==> src/rtl/aes_pkg.sv <==
// Shared AES key-schedule definitions: key-length codes, Nk/Nw per length,
// transform selects, sequencer states and the GF(2^8) xtime step.
package aes_pkg;

  typedef enum logic [1:0] {
    KL_128 = 2'b00,
    KL_192 = 2'b01,
    KL_256 = 2'b10,
    KL_ILL = 2'b11
  } key_len_e;

  localparam int NK_128 = 4;
  localparam int NK_192 = 6;
  localparam int NK_256 = 8;
  localparam int NW_128 = 44;
  localparam int NW_192 = 52;
  localparam int NW_256 = 60;

  typedef enum logic [1:0] {
    OP_PASS   = 2'b00,
    OP_ROTSUB = 2'b01,
    OP_SUB    = 2'b10
  } op_sel_e;

  typedef enum logic [1:0] {
    S_IDLE,
    S_LOAD,
    S_CALC,
    S_FIN
  } state_e;

  function automatic logic [7:0] xtime(input logic [7:0] b);
    return {b[6:0], 1'b0} ^ (b[7] ? 8'h1b : 8'h00);
  endfunction

  function automatic int nk_of(input logic [1:0] kl);
    case (kl)
      KL_192:  return NK_192;
      KL_256:  return NK_256;
      default: return NK_128;
    endcase
  endfunction

  function automatic int nw_of(input logic [1:0] kl);
    case (kl)
      KL_192:  return NW_192;
      KL_256:  return NW_256;
      default: return NW_128;
    endcase
  endfunction

endpackage

==> src/rtl/key_index_counter.sv <==
// Word index i and phase j (i mod Nk) for the key schedule; i saturates at
// the last word index so it never runs past the round-key store.
module key_index_counter
  import aes_pkg::*;
#(
  parameter int ADDR_W = 6
) (
  input  logic              Clk,
  input  logic              Rst,
  input  logic              clr,
  input  logic              inc,
  input  logic              adv_phase,
  input  logic [3:0]        nk,
  input  logic [ADDR_W-1:0] last_idx,
  output logic [ADDR_W-1:0] idx,
  output logic [2:0]        phase
);

  always_ff @(posedge Clk) begin
    if (Rst || clr) begin
      idx   <= '0;
      phase <= '0;
    end else begin
      if (inc && (idx != last_idx))
        idx <= idx + ADDR_W'(1);
      if (adv_phase)
        phase <= ({1'b0, phase} == (nk - 4'd1)) ? 3'd0 : phase + 3'd1;
    end
  end

endmodule

==> src/rtl/key_expansion_ctrl.sv <==
// AES-128/192/256 key-expansion sequencer: loads Nk key words, then issues one
// word-generation op per index. Define KEYEXP_ABORT_EN to add the abort input.
module key_expansion_ctrl
  import aes_pkg::*;
#(
  parameter int SBOX_LAT = 1,
  parameter int ADDR_W   = 6
) (
  input  logic              Clk,
  input  logic              Rst,
  input  logic              start,
  input  logic [1:0]        key_len,
`ifdef KEYEXP_ABORT_EN
  input  logic              abort,
`endif
  output logic              busy,
  output logic              done,
  output logic              err,
  output logic              load_we,
  output logic [1:0]        op_sel,
  output logic [7:0]        rcon,
  output logic [ADDR_W-1:0] rd_addr_prev,
  output logic [ADDR_W-1:0] rd_addr_back,
  output logic              wr_en,
  output logic [ADDR_W-1:0] wr_addr
);

  state_e            state, state_nxt;
  logic [3:0]        nk_q;
  logic [ADDR_W-1:0] last_q;
  logic [1:0]        win_q;
  logic              err_q;
  logic [7:0]        rcon_q;
  logic [ADDR_W-1:0] idx;
  logic [2:0]        phase;
  logic              accept, calc_wr, last_wr, kill;
  op_sel_e           op;

`ifdef KEYEXP_ABORT_EN
  assign kill = abort && ((state == S_LOAD) || (state == S_CALC));
`else
  assign kill = 1'b0;
`endif

  assign accept  = (state == S_IDLE) && start && (key_len != KL_ILL);
  assign calc_wr = (state == S_CALC) && (win_q == 2'(SBOX_LAT));
  assign last_wr = calc_wr && (idx == last_q);

  key_index_counter #(.ADDR_W(ADDR_W)) u_idx (
    .Clk       (Clk),
    .Rst       (Rst),
    .clr       ((state == S_IDLE) || kill),
    .inc       ((state == S_LOAD) || calc_wr),
    .adv_phase (calc_wr),
    .nk        (nk_q),
    .last_idx  (last_q),
    .idx       (idx),
    .phase     (phase)
  );

  always_ff @(posedge Clk) begin
    if (Rst) state <= S_IDLE;
    else     state <= state_nxt;
  end

  always_comb begin
    state_nxt = state;
    case (state)
      S_IDLE: if (accept) state_nxt = S_LOAD;
      S_LOAD: if ((idx + ADDR_W'(1)) == ADDR_W'(nk_q)) state_nxt = S_CALC;
      S_CALC: if (last_wr) state_nxt = S_FIN;
      S_FIN:  state_nxt = S_IDLE;
      default: state_nxt = S_IDLE;
    endcase
    if (kill) state_nxt = S_IDLE;
  end

  // Window counter stretches each CALC word over SBOX_LAT+1 cycles.
  always_ff @(posedge Clk) begin
    if (Rst) begin
      nk_q   <= '0;
      last_q <= '0;
      win_q  <= '0;
      err_q  <= 1'b0;
      rcon_q <= 8'h01;
    end else begin
      err_q <= (state == S_IDLE) && start && (key_len == KL_ILL);
      if (accept) begin
        nk_q   <= 4'(nk_of(key_len));
        last_q <= ADDR_W'(nw_of(key_len) - 1);
      end
      if ((state != S_CALC) || calc_wr || kill) win_q <= '0;
      else                                      win_q <= win_q + 2'd1;
      if ((state == S_IDLE) || kill)            rcon_q <= 8'h01;
      else if (calc_wr && (op == OP_ROTSUB))    rcon_q <= xtime(rcon_q);
    end
  end

  always_comb begin
    op = OP_PASS;
    if (state == S_CALC) begin
      if (phase == 3'd0)                          op = OP_ROTSUB;
      else if ((nk_q == 4'd8) && (phase == 3'd4)) op = OP_SUB;
    end
  end

  assign busy         = (state == S_LOAD) || (state == S_CALC);
  assign done         = (state == S_FIN);
  assign err          = err_q;
  assign load_we      = (state == S_LOAD);
  assign wr_en        = (state == S_LOAD) || calc_wr;
  assign wr_addr      = busy ? idx : '0;
  assign rd_addr_prev = (state == S_CALC) ? idx - ADDR_W'(1) : '0;
  assign rd_addr_back = (state == S_CALC) ? idx - ADDR_W'(nk_q) : '0;
  assign op_sel       = op;
  assign rcon         = rcon_q;

endmodule

==> config.mk <==
export PLATFORM = sky130hd
export DESIGN_NAME = key_expansion_ctrl
export DESIGN_NICKNAME = d
export VERILOG_FILES = /design/src/rtl/aes_pkg.sv /design/src/rtl/key_index_counter.sv /design/src/rtl/key_expansion_ctrl.sv
export SDC_FILE = /design/constraint.sdc
export NUM_CORES = 1
export LEC_CHECK = 0
export CORE_MARGIN = 2
export CORE_UTILIZATION = 45
export CTS_CLUSTER_SIZE = 24
export DETAILED_ROUTE_END_ITERATION = 10
export HOLD_SLACK_MARGIN = 0.02
export PLACE_DENSITY = 0.79
export SYNTH_ARGS = -nofsm -noshare
export SYNTH_HDL_FRONTEND = slang
export SYNTH_HIERARCHICAL = 1
export SYNTH_SLANG_ARGS = --single-unit
==> constraint.sdc <==
create_clock -name Clk -period 3.89 [get_ports Clk]
set_input_delay 0.5835 -clock Clk [delete_from_list [all_inputs] [get_ports Clk]]
set_output_delay 0.5835 -clock Clk [all_outputs]
set_load 0.01 [all_outputs]
Figure 1. I/O nets highlighted (run 1).
The bar under the picture is 20 um long.
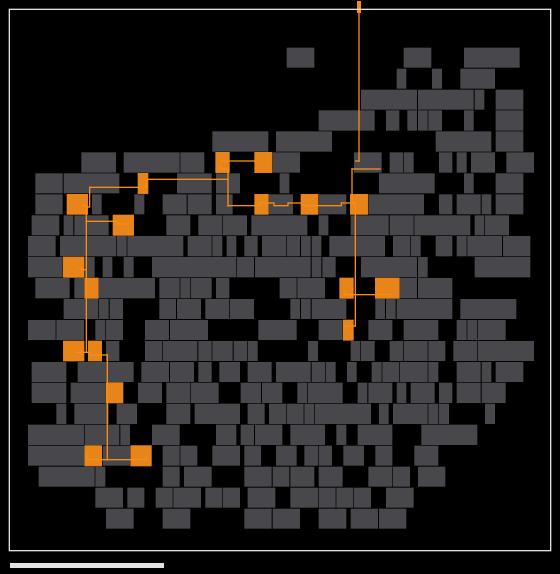
`Rst` -> orange  # bits 1, direction input, edge north, end cells 18, buffers 1, wire 156 um
number of buffers inserted by port buffering: 37
number of I/O pins: 38

Figure 2. A small window of the routed layout (run 1).
Window x 0 to 40, y 30 to 70 um. Cells in gray, sequential cells in the stronger gray; small squares are vias.
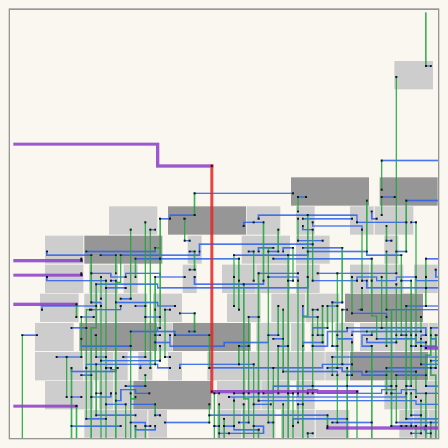
metal 2 -> green
metal 4 -> red
metal 3 -> purple
metal 1 -> blue
netlist names of flops here include = `u_idx/idx` (4), `last_q` (3), `nk_q` (2)
cells with their middle in the window = 73
sequential cells in the window = 9
most frequent = nand2_1 (9), dfxtp_1 (9), xor2_1 (8)

==> run summary, run 1 <==
Observations from the implementation run.

Pwr:
- The internal portion of the total power is 681.6 uW.
- The run puts the clock group power at about 230 uW.
- The worst VDD IR drop from the latest analysis is between 0.3 and 0.4 mV.

Final timing:
- The run gives the smallest setup slack after layout as about 0.67 ns.
- The run puts the summed negative setup slack over all endpoints at 0 ns.
- Setup repair after global routing left no endpoint under its margin.
- The run gives the worst slew margin relative to its limit as 0.6069.
- Dividing the final minimum period by the clock period gives 0.8270.

Detailed routing:
- The run puts the first-iteration detailed-routing DRC count at 57.
- The detailed router placed 1678 vias in this run.
- The DRC violation total left in the routed layout is recorded as 0.
- Per the detailed-route log, wirelength across all metal layers totals 4077 um.
- The run gives the average vias per placed instance as around 5.2.

Placement:
- Summed over all nets, the half-perimeter wirelength after detailed placement is 3102 um.
- The run gives the routability congestion estimate as 0.7661.
- The run puts the cell count after placement at 318.

Outcome:
- The run finished with clean final reports.

Global routing:
- The run gives the wire length of the first global-routing pass as around 6900 um.
- The run gives the pin count of the biggest net entering global routing as 19.
- The number of global-route vias before repair was 1550.

Finish:
- Leaving out fill and tap cells, the most frequent cell in the layout is clkdlybuf4s50_1.
- The run puts the fill cell total of the finished layout at 399.
- The sequential cells in the finished layout cover a total of ~560 um^2.
- Summing all non-filler instances in the final layout gives an area of ~2400 um^2.
- For this run, the post-layout net count is 296.
- The top cell types in the final layout, fill and taps aside, are clkdlybuf4s50_1, dfxtp_1, nand2_1, ha_1, nor2_1.
- Leaving out buffers and inverters, the combinational logic in the layout accounts for 1314 um^2.
- For this run, the script counts the antenna cells in the layout as 0.

Floorplanning:
- The chip occupies 4915 um^2.
- The run gives the core area as 4294 um^2.
- The run gives the die boundary height as 70.11 um.
- The run puts the site row count at 24.

Worst setup path:
- The run gives the critical register-to-register path startpoint as u_idx/idx[0].
- The run gives the data required time of the worst path as ~3.3 ns.
- Along the worst path, the maximum fanout reaches 12.
- The run gives the startpoint of the most critical setup path as u_idx/idx[1].
- The run gives the capturing element type of the critical path as a primary output.
- In this run the critical path is formed by inv_1 -> ha_1 -> fa_1 -> nor2b_1 -> nor3_1 -> xor2_1 -> and2_1 -> clkdlybuf4s50_1.
- The run gives the kind of cell adding the most delay to the critical path as buffers and inverters.

Clock tree:
- The run puts the hold buffer count at cts at 0.
- The run gives the H-tree level count as 1.
- The run puts the number of setup buffers added after CTS at 0.
- The run puts the buffer levels on the longest clock path at 2.

Logic synthesis:
- Per the post-synthesis stats, the area per cell is 8.405 um^2.
- Looking at area per cell type in the netlist, the leader is dfxtp_1.
- The cell-mix breakdown from Yosys lists the XOR/XNOR area share as 0.1291.
- Of the total synthesized cell area, the portion taken by full adders, half adders and majority gates is 0.1310.
- The run gives the number of synthesized flops with an enable pin as 0.
- The area recorded from the Yosys report for this design is 1967 um^2.
- The run gives the total of warnings raised by yosys as 6.
- The run gives the post-synthesis cell area as 1967 um^2.
- The commonest cells after synthesis are dfxtp_1, nand2_1, ha_1.
- The run puts the flip-flop and latch count after synthesis at 28.
- Sorting the synthesis cell report by count puts at the top dfxtp_1.
- The run gives the fraction of the yosys area taken by sequential cells as 0.2850.
- For this run, the leading register cell type out of synthesis is dfxtp_1.
- The run gives the fraction of synthesis flops using an asynchronous set or reset pin as 0.
- Yosys attributes the largest share of cell area to dfxtp_1, ha_1, xor2_1.
- The run puts the area share of and/or/nand/nor cells after synthesis at 0.2468.
- The run gives the complex-gate fraction of the synthesized area as 0.1279.
- For reference, the mux area share after synthesis is 0.02545.
- In the synthesized netlist, the number of instances is 234.
- The run gives the unique cell type count in the Yosys netlist as about 48.

Worst hold path:
- The launch point of the worst min-delay path is recorded as win_q[0].
- STA reports the tightest min-delay check as being of type reg2reg.

Flow run:
- The run gives the count of tool warnings as 35.
Figure 3. Clock routing (run 1).
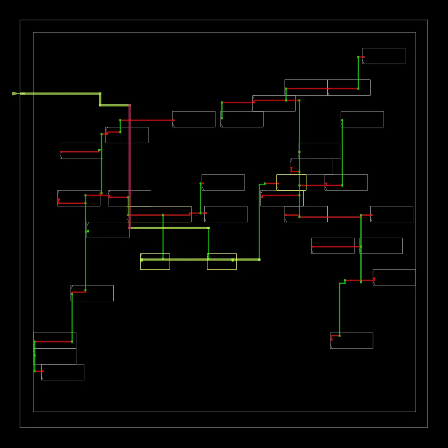
maximum clock skew at final layout: 0.003356 ns
clock sink count: 28
clock network latency to the later pin of the worst-skew pair: 0.27 ns

==> run 1: metal layers <==
layer  GRT usage  vias up  wire [um]
li1            -      859          -
met1      0.2118      790       1876
met2      0.3079       27       2037
met3     0.03030        2        142
met4     0.04060        0         21
met5           0        -          0
==> run 1: area by class of cell <==
cell class / instances / area share
clock inverters: 1 / 0.01232
multi-input cells: 187 / 0.5390
flip-flops and latches: 28 / 0.2300
well taps: 52 / 0.02669
inverters: 13 / 0.02002
repair buffers: 38 / 0.1550
clock buffers: 3 / 0.01694
==> run 1: final timing paths <==
path / endpoint / slack, ns / cells after the start
hold reg to reg: win_q[0] / 0.43 / 1
hold / removal: win_q[0] / 0.43 / 1
setup / recovery: rd_addr_back[5] / 0.67 / 8
setup reg to reg: state[1] / 1.48 / 7
Figure 4. Register map, names as in the netlist (run 1).
The bar under the picture is 20 um long.
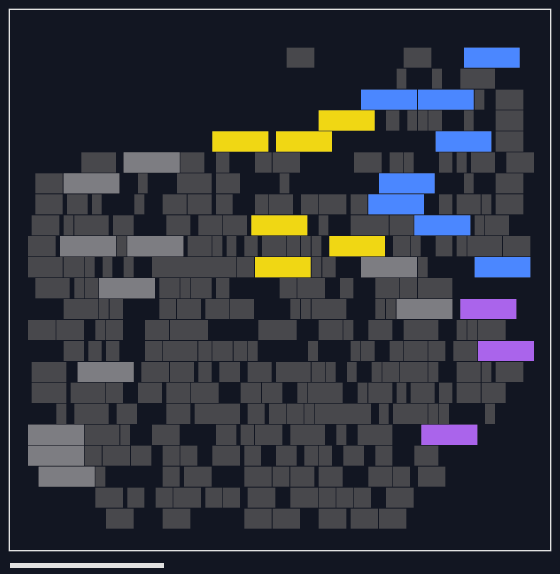

==> run 1 -> run 2 <==
--- a/config.mk
+++ b/config.mk
@@ -10,7 +10,7 @@
 export CTS_CLUSTER_SIZE = 24
 export DETAILED_ROUTE_END_ITERATION = 10
 export HOLD_SLACK_MARGIN = 0.02
-export PLACE_DENSITY = 0.79
+export PLACE_DENSITY = 0.82
 export SYNTH_ARGS = -nofsm -noshare
 export SYNTH_HDL_FRONTEND = slang
 export SYNTH_HIERARCHICAL = 1
==> constraint.sdc (replaced) <==
create_clock -name Clk -period 2.6 [get_ports Clk]
set_input_delay 0.39 -clock Clk [delete_from_list [all_inputs] [get_ports Clk]]
set_output_delay 0.39 -clock Clk [all_outputs]
set_load 0.01 [all_outputs]
Figure 5. Register map, names as in the netlist (run 2).
The bar under the picture is 20 um long.
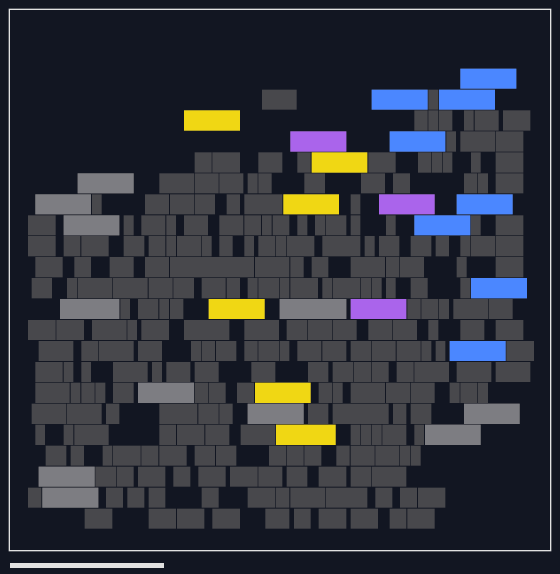
`u_idx/phase` -> purple  # placed flops 3
`rcon` -> blue  # placed flops 8
`u_idx/idx` -> yellow  # placed flops 6
not colored = 11
utilization after layout: 0.5900
area used by sequential logic in the layout: 566.8 um^2
register fraction of the total cell area: 0.2237
Power Sequential: 510 uW

==> run 2 against run 1 <==
Compared with the run above:
- clock power increased by 54%
- first-iteration DRC count increased by 14%
- count of clock-buffer cells in the layout unchanged
- critical path type unchanged
- sequential power increased by 45%
- area after synthesis unchanged
- wire length increased by 15%
- largest cell class unchanged
- cell count increased by 3.4%
==> run summary, run 2 <==
Observations from the implementation run.

Outcome:
- Status: finished, final reports clean (unchanged).

Logic synthesis:
- The run gives the area share of and/or/nand/nor cells after synthesis as 0.2468 (unchanged).
- The run gives the share of synthesized cell area in full adder, half adder and majority cells as 0.1310 (unchanged).
- Main area contributors: dfxtp_1, ha_1, xor2_1 (unchanged).
- The post-synthesis cell type with the largest instance count is dfxtp_1 (unchanged).
- The run puts the area fraction in xor and xnor cells at 0.1291 (unchanged).
- The run gives the count of mapped cells out of synthesis as 234 (unchanged).
- The fraction of the yosys area taken by sequential cells came to 0.2850 (unchanged).
- The run gives the number of synthesized flops with an enable pin as 0 (unchanged).
- The run gives the cell taking the most area after synthesis as dfxtp_1 (unchanged).
- The total of warnings raised by yosys came to 6 (unchanged).
- The run gives the synthesis area per yosys as 1967 um^2 (unchanged).
- The post-synthesis cell area came to 1967 um^2 (unchanged).
- The prevailing post-synth register cell is dfxtp_1 (unchanged).

Detailed routing:
- The run puts the wire length on met2 at 2388 um (was 2037 um).
- The run gives the residual DRC count as 0 (unchanged).
- The run gives the post-route met1 wirelength as 2004 um (was 1876 um).
- The length of routed met3 wiring is 247 um (was 142 um).
- The highest metal layer used by the detailed router is met4 (unchanged).
- The first-iteration detailed-routing DRC count is 65 (was 57).
- The average vias per placed instance is 5.339 (was 5.211).

Final timing:
- The summed negative setup slack over all endpoints came to 0 ns (unchanged).
- The run gives the worst slew margin relative to its limit as 0.5631 (was 0.6069).
- The run gives the portion of the clock cycle consumed by the worst path in the final layout as 0.9808.
- The clock tree skew after final layout is 0.004868 ns (was 0.003356 ns).
- The smallest setup slack after layout is 0.04984 ns (was 0.6731 ns).

Clock tree:
- The run gives the buffer levels on the longest clock path as 2 (unchanged).
- The run gives the sink count of the clock tree as 28 (unchanged).
- The run puts the clock network latency to the later pin of the worst-skew pair at 0.28 ns (was 0.27 ns).
- The run puts the number of setup buffers added after CTS at 0 (unchanged).

Floorplanning:
- The core area came to 4294 um^2 (unchanged).
- The run puts the site row count at 24 (unchanged).
- The run gives the die boundary height as 70.11 um (unchanged).
- The run gives the overall chip area as 4915 um^2 (unchanged).

Placement:
- The run puts the cell count after placement at 326 (was 318).
- The run puts the quantity of I/O buffers inserted on ports at 37 (unchanged).
- The run gives the half-perimeter wire length after detailed placement as 3414 um (was 3102 um).

Global routing:
- The run gives the met2 track demand over resource in global routing as 0.3228 (was 0.3079).
- The run gives the pin count of the biggest net entering global routing as 18 (was 19).
- The global-route layer with the greatest usage is met2 (unchanged).
- The number of global-route vias before repair was 1622 (was 1550).
- The run puts the met1 layer usage reported by global route at 0.2543 (was 0.2118).

Worst setup path:
- The worst setup slack for register-to-register paths came to 0.50 ns (was 1.48 ns).
- The critical register-to-register path startpoint was state[0] (was u_idx/idx[0]).
- The run puts the data required time of the worst path at 2.21 ns (was 3.31 ns).
- The run gives the kind of cell adding the most delay to the critical path as buffers and inverters (unchanged).
- The run gives the capturing element type of the critical path as a primary output (unchanged).
- The run gives the startpoint of the most critical setup path as nk_q[2] (was u_idx/idx[1]).
- The run gives the cell depth of the worst setup path as 7 (was 8).
- The run gives the number of cell instances on the worst register-to-register path as 9 (was 7).
- The capturing instance or port of the critical path is rd_addr_back[4] (was rd_addr_back[5]).
- The capture instance of the worst register-to-register path is state[1] (unchanged).

Finish:
- Leading cell types in the layout, fill and taps excluded: clkdlybuf4s50_1, nand2_1, dfxtp_1, ha_1, nor2_1 (was clkdlybuf4s50_1, dfxtp_1, nand2_1, ha_1, nor2_1).
- The run puts the antenna diode instance count at 0 (unchanged).
- The most common cell after layout, fill and taps aside is clkdlybuf4s50_1 (unchanged).
- The run puts the count of nets after finishing at 307 (was 296).

Pwr:
- The largest voltage drop on the vdd net was 0.5309 mV (was 0.3466 mV).
- The run puts the clock group power at 351 uW (was 228 uW).
- The internal power consumption came to 1039 uW (was 681.6 uW).

Worst hold path:
- The run gives the type of the most critical hold path as reg2reg (unchanged).
Figure 6. I/O nets highlighted (run 2).
The bar under the picture is 20 um long.
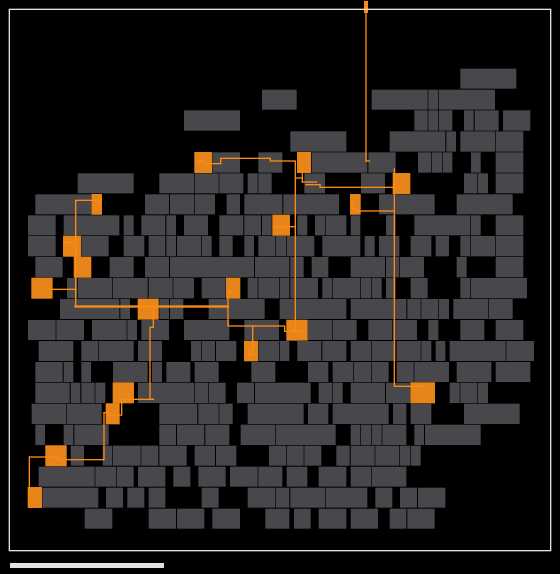
`Rst` -> orange  # bits 1, direction input, edge north, end cells 18, buffers 2, wire 221 um

run 2: cell counts after synthesis:
No cell type changed its count.
run 2: worst min path at each step:
| stage | end | cells past startpoint |
|---|---|---|
| 3_3_place_gp | win_q[0] | 1 |
| 4_1_cts | win_q[0] | 1 |
| 5_1_grt | win_q[0] | 1 |
| 6_report | win_q[0] | 1 |
| 2_1_floorplan | win_q[0] | 1 |
| 3_5_place_dp | win_q[0] | 1 |
run 2: area by class of cell:
cell class                 instances  area (um^2)
fill                             381         1760
multi-input combinational        187         1316
sequential                        28        566.8
timing repair buffer              49        465.4
tap                               52        65.06
inverter                          13        48.80
clock buffer                       3        41.29
clock inverter                     1        30.03
Power is estimated from default activity; no workload was simulated.
